### config.mk
export PLATFORM = sky130hd
export DESIGN_NAME = fetch_ctrl_flat
export DESIGN_NICKNAME = d
export VERILOG_FILES = /design/src/rtl/fetch_if.sv /design/src/rtl/fetch_ctrl.sv /design/src/flat_wrapper.sv
export SDC_FILE = /design/constraint.sdc
export NUM_CORES = 1
export LEC_CHECK = 0
export ABC_AREA = 1
export CAP_MARGIN = 20
export CORE_UTILIZATION = 50
export DETAILED_ROUTE_END_ITERATION = 10
export PLACE_DENSITY = 0.81
export SKIP_CTS_REPAIR_TIMING = 1
export SKIP_LAST_GASP = 1
export SYNTH_ARGS = -nofsm -noshare
export SYNTH_HDL_FRONTEND = slang
export SYNTH_SLANG_ARGS = --single-unit
### constraint.sdc
create_clock -name clk -period 2.8 [get_ports clk]
set_input_delay 0.28 -clock clk [delete_from_list [all_inputs] [get_ports clk]]
set_output_delay 0.28 -clock clk [all_outputs]
set_load 0.01 [all_outputs]
### src/rtl/fetch_if.sv
// Bundle between the PC sequencer and the rest of the fetch/hazard logic.
// Every signal is level-sampled on the rising clock edge; there is no handshake.
interface fetch_if #(
   parameter int PC_W = 8
);
   logic            stall;
   logic            branch_taken;
   logic [PC_W-1:0] branch_target;
   logic            jump;
   logic [PC_W-1:0] jump_target;
   logic            halt_req;
   logic [PC_W-1:0] pc_out;
   logic            if_flush;
   logic            fetch_valid;
   logic            halted;
   logic [15:0]     stall_cycles;

   // master: the sequencer itself; slave: hazard unit, EX/ID redirects and IF.
   modport master (
      input  stall, branch_taken, branch_target, jump, jump_target, halt_req,
      output pc_out, if_flush, fetch_valid, halted, stall_cycles
   );

   modport slave (
      output stall, branch_taken, branch_target, jump, jump_target, halt_req,
      input  pc_out, if_flush, fetch_valid, halted, stall_cycles
   );
endinterface

### src/rtl/fetch_ctrl.sv
// Program-counter sequencer for the IF stage: increment, stall hold, redirect
// with wrong-path flush, sticky halt, and a saturating stall-cycle counter.
module fetch_ctrl #(
   parameter int PC_W         = 8,
   parameter int RESET_PC     = 0,
   parameter int PC_STEP      = 1,
   parameter int FLUSH_CYCLES = 1
) (
   input  logic       clk,
   input  logic       rst,
   fetch_if.master    bus,
   output logic [1:0] state_dbg
);
   typedef enum logic [1:0] {S_RUN, S_STALL, S_FLUSH, S_HALT} state_t;

   localparam logic [PC_W-1:0] RST_PC     = PC_W'(RESET_PC);
   localparam logic [PC_W-1:0] STEP       = PC_W'(PC_STEP);
   localparam logic [1:0]      FLUSH_LOAD = 2'(FLUSH_CYCLES);

   state_t          state_q, state_d;
   logic [PC_W-1:0] pc_q, pc_d;
   logic [1:0]      cnt_q, cnt_d;
   logic            warm_q;
   logic            stall_hit;
   logic [15:0]     stall_cnt_q, stall_cnt_d;
   logic            if_flush_q, if_flush_d;
   logic            fetch_valid_q, fetch_valid_d;
   logic            halted_q, halted_d;

   // warm_q is low only on the first edge after reset: IF has nothing latched yet.
   always_ff @(posedge clk) begin
      if (rst) begin
         state_q       <= S_RUN;
         pc_q          <= RST_PC;
         cnt_q         <= 2'd0;
         warm_q        <= 1'b0;
         stall_cnt_q   <= 16'd0;
         if_flush_q    <= 1'b0;
         fetch_valid_q <= 1'b0;
         halted_q      <= 1'b0;
      end else begin
         state_q       <= state_d;
         pc_q          <= pc_d;
         cnt_q         <= cnt_d;
         warm_q        <= 1'b1;
         stall_cnt_q   <= stall_cnt_d;
         if_flush_q    <= if_flush_d;
         fetch_valid_q <= fetch_valid_d;
         halted_q      <= halted_d;
      end
   end

   always_comb begin
      state_d   = state_q;
      pc_d      = pc_q;
      cnt_d     = cnt_q;
      stall_hit = 1'b0;
      if (state_q != S_HALT) begin
         if (bus.branch_taken) begin
            pc_d    = bus.branch_target;
            cnt_d   = FLUSH_LOAD;
            state_d = S_FLUSH;
         end else if (bus.jump) begin
            pc_d    = bus.jump_target;
            cnt_d   = FLUSH_LOAD;
            state_d = S_FLUSH;
         end else if (bus.halt_req) begin
            cnt_d   = 2'd0;
            state_d = S_HALT;
         end else if (bus.stall) begin
            // A stall inside FLUSH freezes the flush countdown along with the PC.
            stall_hit = 1'b1;
            if (state_q != S_FLUSH) state_d = S_STALL;
         end else if (state_q == S_FLUSH) begin
            pc_d  = pc_q + STEP;
            cnt_d = cnt_q - 2'd1;
            if (cnt_q == 2'd1) state_d = S_RUN;
         end else begin
            state_d = S_RUN;
            if (warm_q) pc_d = pc_q + STEP;
         end
      end
   end

   always_comb begin
      if_flush_d    = (state_d == S_FLUSH);
      fetch_valid_d = warm_q && (state_d == S_RUN || state_d == S_STALL);
      halted_d      = (state_d == S_HALT);
      stall_cnt_d   = stall_cnt_q;
      if (stall_hit && stall_cnt_q != 16'hFFFF) stall_cnt_d = stall_cnt_q + 16'd1;
   end

   assign bus.pc_out       = pc_q;
   assign bus.if_flush     = if_flush_q;
   assign bus.fetch_valid  = fetch_valid_q;
   assign bus.halted       = halted_q;
   assign bus.stall_cycles = stall_cnt_q;
   assign state_dbg        = state_q;
endmodule

### src/flat_wrapper.sv
// flat-port wrapper written by rule: the top's interface ports become plain ports
module fetch_ctrl_flat 
#(
   parameter int PC_W         = 8,
   parameter int RESET_PC     = 0,
   parameter int PC_STEP      = 1,
   parameter int FLUSH_CYCLES = 1
)
  (clk, rst, state_dbg, bus_stall, bus_branch_taken, bus_branch_target, bus_jump, bus_jump_target, bus_halt_req, bus_pc_out, bus_if_flush, bus_fetch_valid, bus_halted, bus_stall_cycles);
  fetch_if #(.PC_W(PC_W)) bus_i ();
  input  logic clk;
  input  logic rst;
  output logic [1:0] state_dbg;
  input wire logic [$bits(bus_i.stall)-1:0] bus_stall;
  input wire logic [$bits(bus_i.branch_taken)-1:0] bus_branch_taken;
  input wire logic [$bits(bus_i.branch_target)-1:0] bus_branch_target;
  input wire logic [$bits(bus_i.jump)-1:0] bus_jump;
  input wire logic [$bits(bus_i.jump_target)-1:0] bus_jump_target;
  input wire logic [$bits(bus_i.halt_req)-1:0] bus_halt_req;
  output wire logic [$bits(bus_i.pc_out)-1:0] bus_pc_out;
  output wire logic [$bits(bus_i.if_flush)-1:0] bus_if_flush;
  output wire logic [$bits(bus_i.fetch_valid)-1:0] bus_fetch_valid;
  output wire logic [$bits(bus_i.halted)-1:0] bus_halted;
  output wire logic [$bits(bus_i.stall_cycles)-1:0] bus_stall_cycles;
  assign bus_i.stall = bus_stall;
  assign bus_i.branch_taken = bus_branch_taken;
  assign bus_i.branch_target = bus_branch_target;
  assign bus_i.jump = bus_jump;
  assign bus_i.jump_target = bus_jump_target;
  assign bus_i.halt_req = bus_halt_req;
  assign bus_pc_out = bus_i.pc_out;
  assign bus_if_flush = bus_i.if_flush;
  assign bus_fetch_valid = bus_i.fetch_valid;
  assign bus_halted = bus_i.halted;
  assign bus_stall_cycles = bus_i.stall_cycles;
  fetch_ctrl #(.PC_W(PC_W), .RESET_PC(RESET_PC), .PC_STEP(PC_STEP), .FLUSH_CYCLES(FLUSH_CYCLES)) u_core (.clk(clk), .rst(rst), .bus(bus_i), .state_dbg(state_dbg));
endmodule
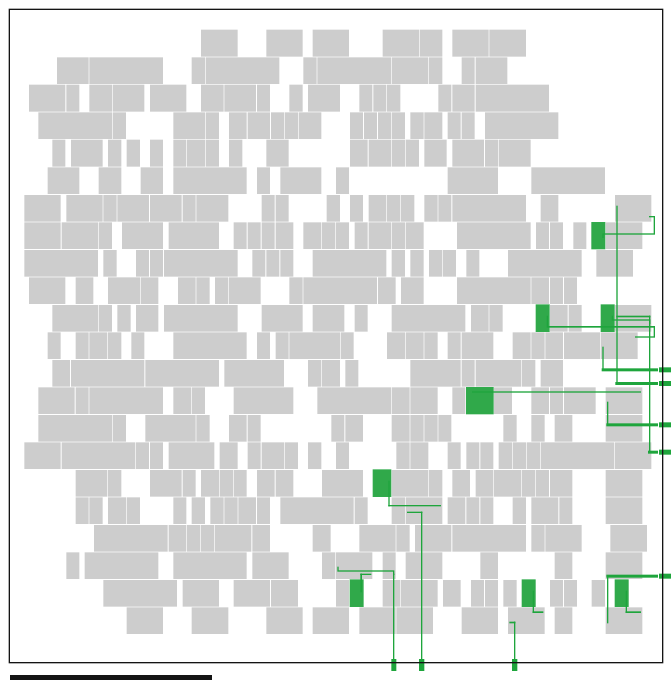
run_1/port_trees.png
Scale bar: 20 µm.
legend:
  bus_branch_target:
    colour: green
    bits: 8
    direction: input
    end_cells: 8
    buffers: 8
    wire: 157 µm

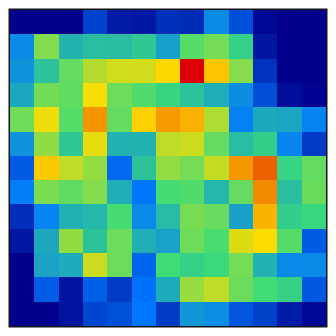
run_1/route_heat.png
The die is cut into 13 by 13 equal tiles; dark blue is low, red is high, scaled to the fullest tile. Values are wire area over tile area, all layers added.
mean over tiles: 0.18
tiles over half the peak: 39%
fullest tile: 0.45
nearly empty tiles: 9.5%

==> results.yml, run 1 <==
# flow metrics
status:
  outcome: "finished clean"
synth:
  yosys_cells: 295
  synth_cell_types: 28
  syn_nets: 320
  topCellsByArea: "dfxtp_1 (33%), nand2_1 (17%), nor2_1 (7.7%), inv_1 (5.6%), nand3_1 (5.1%)"
  mux_area_share_pct: 0
  yosys.area_share.aoi_pct: 13.9
  top_logic_kind: "simple AND/OR/NAND/NOR gates"
  synth_chip_area_mm2: 0.00195
  postSynth.asyncResetShare_pct: 0
  yosysTopAreaCellShare_pct: 32.8
  ys.flops: 32
  simple_gate_share_pct: 38.8
  synthFlopType: "dfxtp_1"
  synth_area_mm2: 0.00195
  ys_warn_count: 0
  top_area_cell: "dfxtp_1"
  ys_sh_xor_pct: 4.04
layout:
  seq_area_um2: 641
  drive_gt1_share_pct: 9.86
  area_growth_pct: 30.3
  nClkBuffers: 6
  instances_no_fill: 393
  multiInputGateArea_mm2: 0.00114
  biggestCellCategory: "multi-input combinational cells"
  clk_share_pct: 3.05
  mostFrequentLayoutCells: "nand2_1 (86), clkdlybuf4s50_1 (50), nor2_1 (40)"
  fin_area_mm2: 0.00254
  final_nets: 370
die:
  n_tap_cell: 48
  chip_area_mm2: 0.00416
  die_w_um: 64.5
  initCoreUtil_pct: 52.5
final_timing:
  finalCritPeriodShare_pct: 67.7
  finClkSkew_ps: 2.46
  drv_slew: 0
  setup_viol: 0
  finalWorstSetupSlack_ps: 905
  rsz0062_at_grt: "false"
  period_minus_slack_ps: 1900
  relSlewSlack_pct: 63.0
  fin_worst_hold_slack_ps: 463
power:
  ir_drop_v: 0.000343
  p_sw_uw: 267
  power_uw: 993
  seq_power_share_pct: 49.7
  power.group.top: "registers"
  powerComb_uw: 165
  powerClk_uw: 334
  p_int_uw: 726
  p_sw_share_pct: 26.9
  p_per_area_mw_per_mm2: 390
  p_seq_uw: 494
  p_leak_nw: 0.960
worst_setup_path:
  crit_end: "u_core.bus.stall_cycles[15]"
  rr_worst_depth: 7
  critPathLaunch: "bus_jump"
  critPathTopFamily: "simple AND/OR/NAND/NOR gates"
  max_stage_delay_ps: 600
  cp.arrival_ps: 2110
  end_kind: "flop"
  cp.buffers_inverters: 2
  critical-path-slowest-cell: "clkdlybuf4s50_1"
  worst_ep_required_time_ps: 3020
  path_depth: 8
  criticalPathCategory: "input pin to flop"
  r2r-end: "u_core.bus.stall_cycles[2]"
  cp_max_fo: 16
  worstPathCellList: "clkdlybuf4s50_1 > nor2_4 > nand2_2 > nor3_4 > inv_2 > nor2_4 > nand2_1 > a21oi_2"
drt:
  routed_wl_um: 4710
  dr.max_layer_used: "met4"
  met2WireLength_um: 2190
  ant_nets: 0
  met3WireLength_um: 237
  drc: 0
  dr.pass1.iters: 4
  wire_per_inst_um: 12.0
placed_design:
  dpl_worst_slack_ps: 608
  placed_cells: 386
  post-dp-hpwl_um: 3380
  placed_area_mm2: 0.00247
global_routing:
  grt_pass1_vias: 1787
  busiest_layer: "met2"
  grt_use_met3_pct: 6.34
  grt_util_met2_pct: 41.2
  grt_pass1_wl_um: 7870
  antenna_found_initial: 0
  track_usage_pct: 24.5
clock_network:
  numCtsBuffers: 5
  cts_buffer_depth: 2
  clkTransAtPathRegs_ps: 60
  cts_tree: "done"
  root_buffer: "clkbuf_8"
  clock-sinks: 32
worst_hold_path:
  hp-start: "u_core.warm_q"
  min_to: "u_core.bus.fetch_valid"
  worstHoldPathCells: 2
  hold_class: "flop to flop"
job:
  tool_warnings: 26
  max-cap-violations: 0
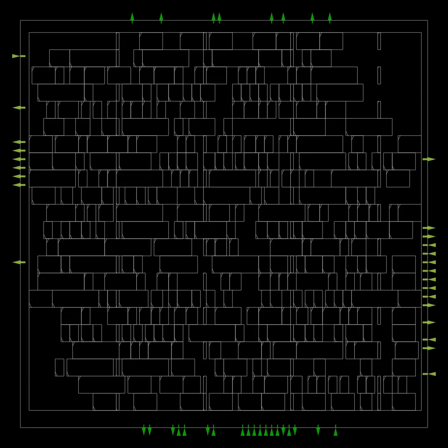
run_1/placed.png
Cell Rows: 22
Flops: 32
core area: 0.00372 mm²
filler instances: 350

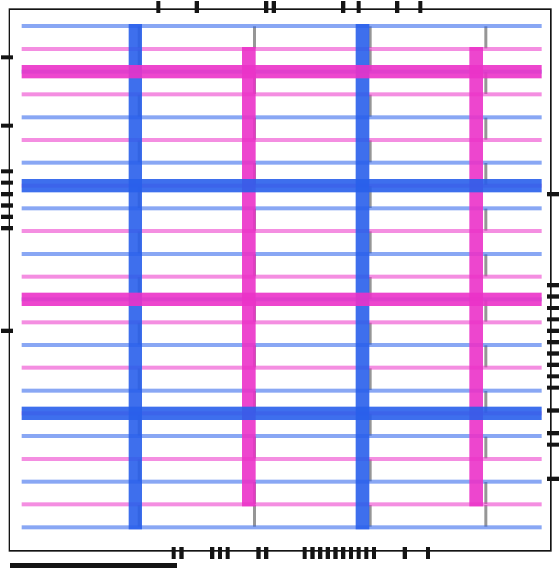
run_1/floorplan.png
Scale bar: 20 µm. Pins as bars on the die edge. Tap cells in grey.
legend:
  VSS:
    colour: blue
  VDD:
    colour: magenta
met5 straps: 4
tap cells: 48
signal pins: 51
met1 rails: 23

run_1/class_map.png
Fill, decap, tap and diode cells in grey.
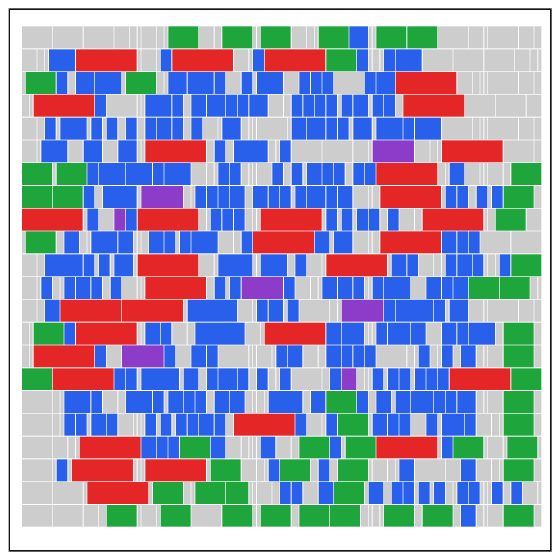

--- run 2 (diff from run 1) ---
--- a/config.mk
+++ b/config.mk
@@ -7,9 +7,9 @@
 export LEC_CHECK = 0
 export ABC_AREA = 1
 export CAP_MARGIN = 20
-export CORE_UTILIZATION = 50
+export CORE_UTILIZATION = 49
 export DETAILED_ROUTE_END_ITERATION = 10
-export PLACE_DENSITY = 0.81
+export PLACE_DENSITY = 0.79
 export SKIP_CTS_REPAIR_TIMING = 1
 export SKIP_LAST_GASP = 1
 export SYNTH_ARGS = -nofsm -noshare
==> constraint.sdc (replaced) <==
create_clock -name clk -period 2 [get_ports clk]
set_input_delay 0.2 -clock clk [delete_from_list [all_inputs] [get_ports clk]]
set_output_delay 0.2 -clock clk [all_outputs]
set_load 0.01 [all_outputs]
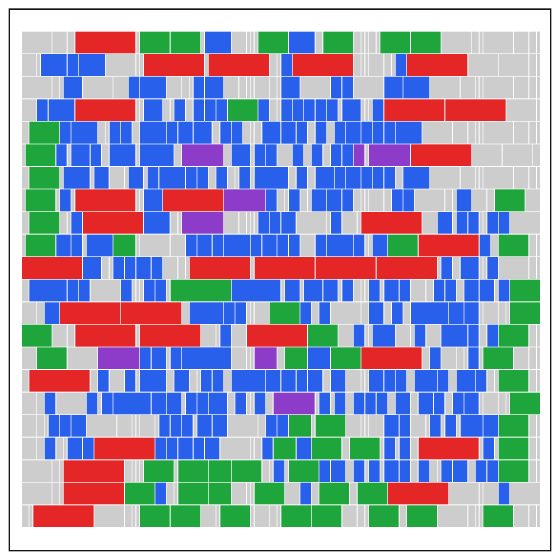
run_2/class_map.png
Fill, decap, tap and diode cells in grey.
legend:
  remaining logic cells:
    colour: blue
    cells: 255
    share_of_their_area: 49%
  clock drivers and dummy loads:
    colour: purple
    cells: 8
    share_of_their_area: 3.7%
  remaining buffers and delay cells:
    colour: green
    cells: 57
    share_of_their_area: 22%
  registers:
    colour: red
    cells: 32
    share_of_their_area: 25%

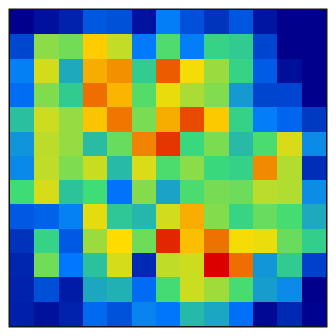
run_2/route_heat.png
The die is cut into 13 by 13 equal tiles; dark blue is low, red is high, scaled to the fullest tile. Values are wire area over tile area, all layers added.
densest ninth of the die: centre
tiles over half the peak: 45%
emptiest ninth of the die: north-east
drt wl/cell: 11.5 µm
vias post-DR: 2007

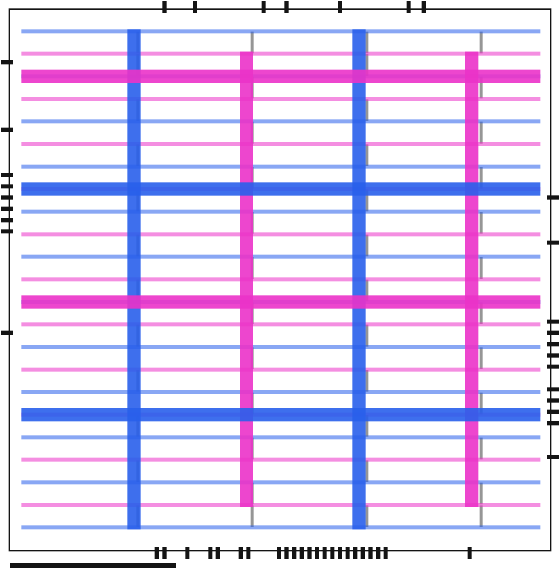
run_2/floorplan.png
Scale bar: 20 µm. Pins as bars on the die edge. Tap cells in grey.
legend:
  VDD:
    colour: magenta
  VSS:
    colour: blue
met5 straps: 4
tap cells: 48
Die X: 65.1 µm
Max VDD drop: 0.000456 V

==> run 2 against run 1 <==
  * First-iteration DRC count is 1.2% higher
  * Largest cell class unchanged
  * Setup slack worse by 730 ps
  * Largest power group unchanged
  * Final area is 2.9% higher
  * Wire length is 2.4% lower
==> results.yml, run 2 <==
# flow metrics
worst_setup_path:
  critPathLaunch: "u_core.bus.stall_cycles[0]"
  path_depth: 7
  worst_ep_required_time_ps: 2220
  rr_worst_depth: 7
  r2r-end: "u_core.bus.stall_cycles[12]"
  cp_max_fo: 16
  cp.arrival_ps: 2040
  critical-path-slowest-cell: "dfxtp_1"
  max_stage_delay_ps: 410
  cp.buffers_inverters: 0
  startpoint_type: "flop"
  critPathTopFamily: "simple AND/OR/NAND/NOR gates"
  worstPathCellList: "ha_1 > nand3_1 > nor2_4 > nand2_4 > o21ai_4 > nand2_1 > a21oi_2"
  crit_end: "u_core.bus.stall_cycles[12]"
  criticalPathCategory: "flop to flop"
  end_kind: "flop"
final_timing:
  setup_viol: 0
  fin_worst_hold_slack_ps: 460
  drv_slew: 0
  fmax_mhz: 549
  rsz0062_at_grt: "false"
  relSlewSlack_pct: 69.5
  hold_violations: 0
  finalCritPeriodShare_pct: 91.1
  finalWorstSetupSlack_ps: 179
  tightest_slew_ps: 456
  period_minus_slack_ps: 1820
  finClkSkew_ps: 3.95
layout:
  mostFrequentLayoutCell: "nand2_1"
  clk_share_pct: 3.59
  biggestCellCategory: "multi-input combinational cells"
  diodes: 0
  largest_register_ff_count: 16
  fin_area_mm2: 0.00262
  area_growth_pct: 34.1
  instances_no_fill: 400
  final_util_pct: 69.9
  drive_gt1_share_pct: 11.6
  comb_cells: 225
  mostFrequentLayoutCells: "nand2_1 (86), clkdlybuf4s50_1 (50), nor2_1 (40)"
  seq_area_um2: 641
  inv_count: 30
  nFlopsAndLatches: 32
  final_nets: 376
  multiInputGateArea_mm2: 0.00114
  comb-cell-share_pct: 43.7
  fillCellCount: 343
  sh_seq_area_pct: 24.5
  nonClkBufAreaFrac_pct: 21.6
  nClkBuffers: 7
synth:
  syn_avg_cell_area_um2: 6.62
  synth_chip_area_mm2: 0.00195
  ys.flops: 32
  ys_warn_count: 0
  synth_cell_types: 28
  yosys_cells: 295
  simple_gate_share_pct: 38.8
  synth-edff-count: 0
  top_logic_kind: "simple AND/OR/NAND/NOR gates"
  synthFlopType: "dfxtp_1"
  ys_sh_xor_pct: 4.04
  yosys.area_share.aoi_pct: 13.9
  common_cells: "nand2_1 (86), nor2_1 (40), dfxtp_1 (32)"
  topCellsByArea: "dfxtp_1 (33%), nand2_1 (17%), nor2_1 (7.7%), inv_1 (5.6%), nand3_1 (5.1%)"
  postSynth.asyncResetShare_pct: 0
  yosys.stat.seqShare_pct: 32.8
  yosysTopAreaCellShare_pct: 32.8
  synth_area_mm2: 0.00195
  mux_area_share_pct: 0
  post-synth-top-count-cell: "nand2_1"
  synth_cells: 295
  top_area_cell: "dfxtp_1"
  syn_nets: 320
power:
  p_seq_uw: 691
  power_frac_clock_pct: 35.9
  power_mw: 1.46
  p_per_area_mw_per_mm2: 556
  power.share.combinational_pct: 16.6
  p_sw_share_pct: 26.6
  powerClk_uw: 523
  p_leak_nw: 0.997
  power.group.top: "registers"
  p_sw_uw: 388
  powerComb_uw: 241
  seq_power_share_pct: 47.5
  p_int_mw: 1.07
job:
  tool_warnings: 26
  max-cap-violations: 0
placed_design:
  place.gp.congestion: 0.819
  placed_area_mm2: 0.00252
  post-dp-hpwl_um: 3360
  dpl_worst_slack_ps: 189
  placed_cells: 392
worst_hold_path:
  hold_class: "flop to flop"
  min_to: "u_core.bus.fetch_valid"
  hp-start: "u_core.warm_q"
  worstHoldPathCells: 2
clock_network:
  numCtsBuffers: 5
  insertion_delay_ps: 280
  cts_buffer_depth: 2
  clkTransAtPathRegs_ps: 70
  h-tree-depth: 2
  cts_tree: "done"
  root_buffer: "clkbuf_8"
  clock-sinks: 32
die:
  initCoreUtil_pct: 52.1
  rows: 22
  core_area_mm2: 0.00374
  ios: 51
  chip_area_mm2: 0.00424
  n_tap_cell: 48
global_routing:
  grt_pass1_vias: 1667
  track_usage_pct: 22.5
  grt_pass1_wl_um: 7490
  grt_util_met2_pct: 37.0
  busiest_layer: "met2"
  grt_use_met3_pct: 4.86
  grt_overflow: 0
  use_met1_pct: 29.8
  antenna_found_initial: 0
  grt_max_degree: 17
drt:
  routed_wl_um: 4600
  vias_per_cell: 5.02
  drc: 0
  dr.pass1.iters: 4
  met3WireLength_um: 180
  drtIter0Drc: 83
  met2WireLength_um: 2130
  dr.max_layer_used: "met4"
  ant_nets: 0
  wl_met1_um: 2230
status:
  outcome: "finished clean"
run_2/port_trees.png
Scale bar: 20 µm.
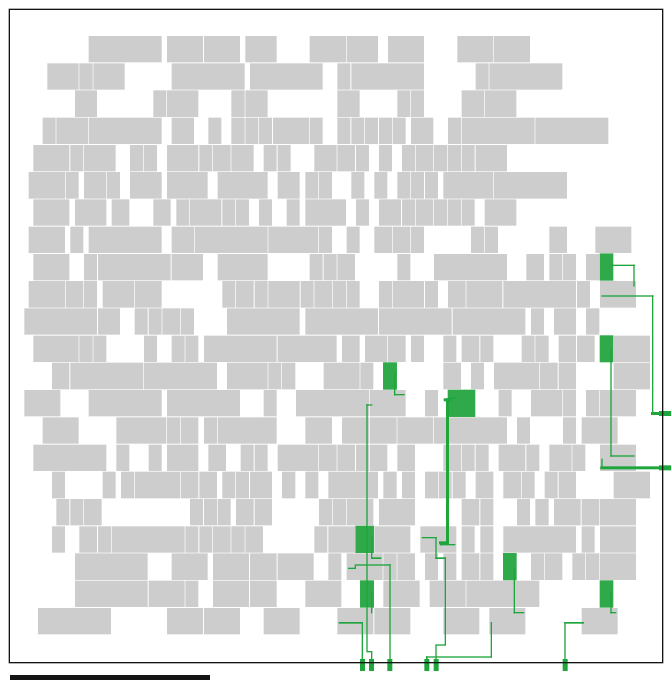

--- run 3 (diff from run 2) ---
--- a/config.mk
+++ b/config.mk
@@ -7,9 +7,11 @@
 export LEC_CHECK = 0
 export ABC_AREA = 1
 export CAP_MARGIN = 20
-export CORE_UTILIZATION = 49
+export CORE_UTILIZATION = 50
 export DETAILED_ROUTE_END_ITERATION = 10
-export PLACE_DENSITY = 0.79
+export DONT_BUFFER_PORTS = 1
+export HOLD_SLACK_MARGIN = 0.15
+export PLACE_DENSITY = 0.64
 export SKIP_CTS_REPAIR_TIMING = 1
 export SKIP_LAST_GASP = 1
 export SYNTH_ARGS = -nofsm -noshare
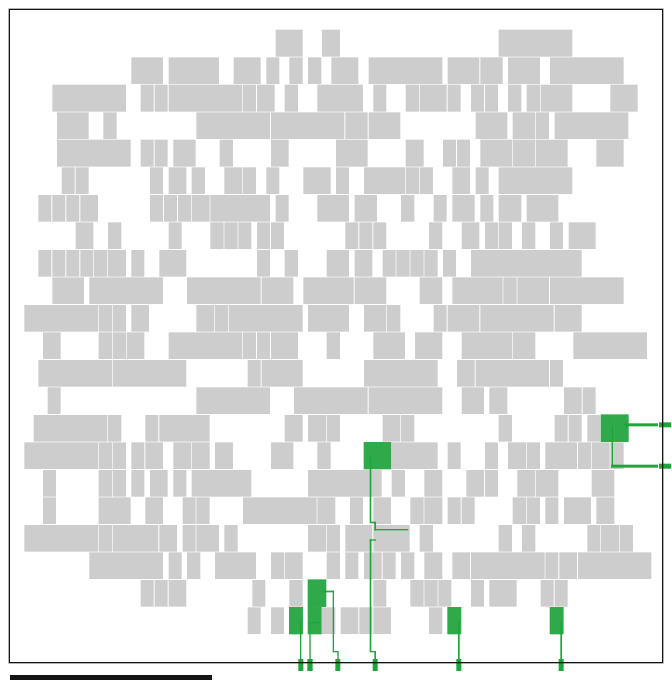
run_3/port_trees.png
Scale bar: 20 µm.
legend:
  bus_branch_target:
    colour: green
    bits: 8
    direction: input
    end_cells: 8
    buffers: 1
    wire: 58.1 µm

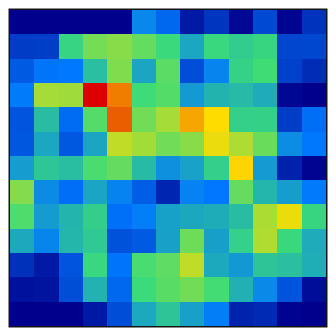
run_3/route_heat.png
The die is cut into 13 by 13 equal tiles; dark blue is low, red is high, scaled to the fullest tile. Values are wire area over tile area, all layers added.
fullest tile: 0.52
nearly empty tiles: 8.9%
mean over tiles: 0.18
densest ninth of the die: centre

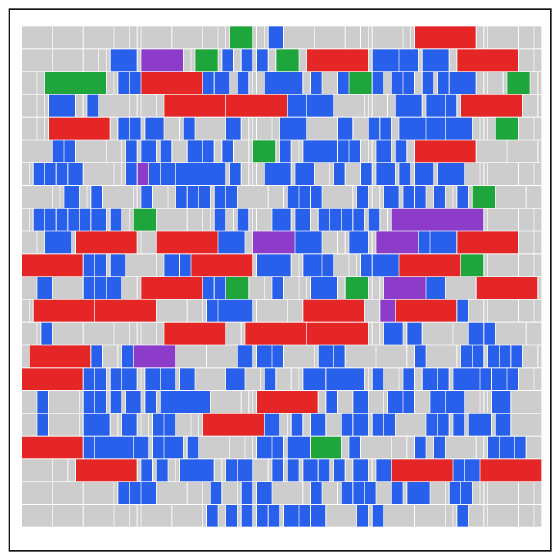
run_3/class_map.png
Fill, decap, tap and diode cells in grey.
legend:
  registers:
    colour: red
    cells: 32
    share_of_their_area: 30%
  clock drivers and dummy loads:
    colour: purple
    cells: 8
    share_of_their_area: 5.1%
  remaining buffers and delay cells:
    colour: green
    cells: 14
    share_of_their_area: 5.7%
  remaining logic cells:
    colour: blue
    cells: 255
    share_of_their_area: 59%
final core utilization: 58.8%
fraction of area in registers: 29.3%
cell area after layout: 0.00219 mm²

==> run 3 against run 2 <==
  * Clock-buffer cell count is 1 lower
  * Largest cell class unchanged
  * Flip-flop count stayed put
  * Final area is 16% lower
  * Final cell count is 11% lower
  * Synthesized area stayed put
  * Hold slack worse by 330 ps
  * Synthesized cell count stayed put
  * Wire length is 0.85% lower
  * Largest power group unchanged
  * Total power is 0.60% lower
  * Non-clock buffer count is 43 lower
==> results.yml, run 3 <==
# flow metrics
synth:
  postSynth.asyncResetShare_pct: 0
  ys_warn_count: 0
  yosysTopAreaCellShare_pct: 32.8
  yosys_cells: 295
  synth_chip_area_mm2: 0.00195
  yosys.area_share.aoi_pct: 13.9
  synthFlopType: "dfxtp_1"
  ys_sh_xor_pct: 4.04
  yosys.stat.seqShare_pct: 32.8
  synth_cell_types: 28
  post-synth-top-count-cell: "nand2_1"
  syn_avg_cell_area_um2: 6.62
  synth-edff-count: 0
  common_cells: "nand2_1 (86), nor2_1 (40), dfxtp_1 (32)"
  syn_nets: 320
  top_logic_kind: "simple AND/OR/NAND/NOR gates"
  simple_gate_share_pct: 38.8
  mux_area_share_pct: 0
  synth_cells: 295
  ys.flops: 32
  synth_area_mm2: 0.00195
  top_area_cell: "dfxtp_1"
power:
  p_sw_share_pct: 25.0
  p_leak_nw: 0.865
  power.share.combinational_pct: 9.6
  p_sw_uw: 362
  p_seq_uw: 703
  ir_drop_v: 0.000477
  power_mw: 1.45
  seq_power_share_pct: 48.6
  power_frac_clock_pct: 41.8
  p_int_mw: 1.09
  powerComb_uw: 140
  power.group.top: "registers"
  p_per_area_mw_per_mm2: 662
placed_design:
  placed_area_mm2: 0.00205
  placed_cells: 347
  post-dp-hpwl_um: 3260
  dpl_worst_slack_ps: 322
worst_setup_path:
  path_depth: 7
  criticalPathCategory: "flop to flop"
  worst_ep_required_time_ps: 2210
  critPathLaunch: "u_core.bus.stall_cycles[0]"
  cp_max_fo: 16
  crit_end: "u_core.bus.stall_cycles[7]"
  critical-path-slowest-cell: "o21ai_4"
  cp.buffers_inverters: 0
  worstPathCellList: "ha_1 > nand3_1 > nor2_4 > nand2_4 > o21ai_4 > nand2_1 > a21oi_1"
  rr_worst_depth: 7
  startpoint_type: "flop"
  max_stage_delay_ps: 410
clock_network:
  cts_buffer_depth: 2
  clock-sinks: 32
  insertion_delay_ps: 280
  root_buffer: "clkbuf_8"
  clkTransAtPathRegs_ps: 70
  cts_tree: "done"
  h-tree-depth: 2
  numCtsBuffers: 5
layout:
  mostFrequentLayoutCells: "nand2_1 (86), nor2_1 (40), dfxtp_1 (32)"
  inv_count: 30
  largest_register_ff_count: 16
  nClkBuffers: 6
  biggestCellCategory: "multi-input combinational cells"
  instances_no_fill: 357
  nFlopsAndLatches: 32
  mostFrequentLayoutCell: "nand2_1"
  final_nets: 333
  fillCellCount: 382
  comb_cells: 225
  area_growth_pct: 12.0
  clk_share_pct: 4.92
  multiInputGateArea_mm2: 0.00114
  nonClkBufAreaFrac_pct: 5.50
  comb-cell-share_pct: 52.4
  seq_area_um2: 641
global_routing:
  grt_pass1_vias: 1692
  track_usage_pct: 23.5
  grt_pass1_wl_um: 7530
  grt_use_met3_pct: 6.69
  busiest_layer: "met2"
  antenna_found_initial: 0
  grt_max_degree: 28
  grt_util_met2_pct: 37.1
final_timing:
  tightest_slew_ps: 536
  finalWorstSetupSlack_ps: 276
  fmax_mhz: 580
  hold_violations: 0
  relSlewSlack_pct: 64.2
  fin_worst_hold_slack_ps: 130
  setup_viol: 0
  finalCritPeriodShare_pct: 86.2
  drv_slew: 0
  rsz0062_at_grt: "false"
  finClkSkew_ps: 5.44
die:
  rows: 22
  ios: 51
  core_area_mm2: 0.00372
  n_tap_cell: 48
  chip_area_mm2: 0.00416
  initCoreUtil_pct: 52.5
drt:
  dr.max_layer_used: "met4"
  ant_nets: 0
  wire_per_inst_um: 12.8
  drtIter0Drc: 113
  routed_wl_um: 4560
  drc: 0
  met2WireLength_um: 1960
  vias: 1842
  wl_met1_um: 2160
  dr.pass1.iters: 4
  met3WireLength_um: 375
  vias_per_cell: 5.16
job:
  max-cap-violations: 0
  tool_warnings: 26
worst_hold_path:
  worstHoldPathCells: 2
  min_to: "u_core.bus.pc_out[7]"
  hold_class: "input pin to flop"
status:
  outcome: "finished clean"
Power is estimated from default activity; no workload was simulated.
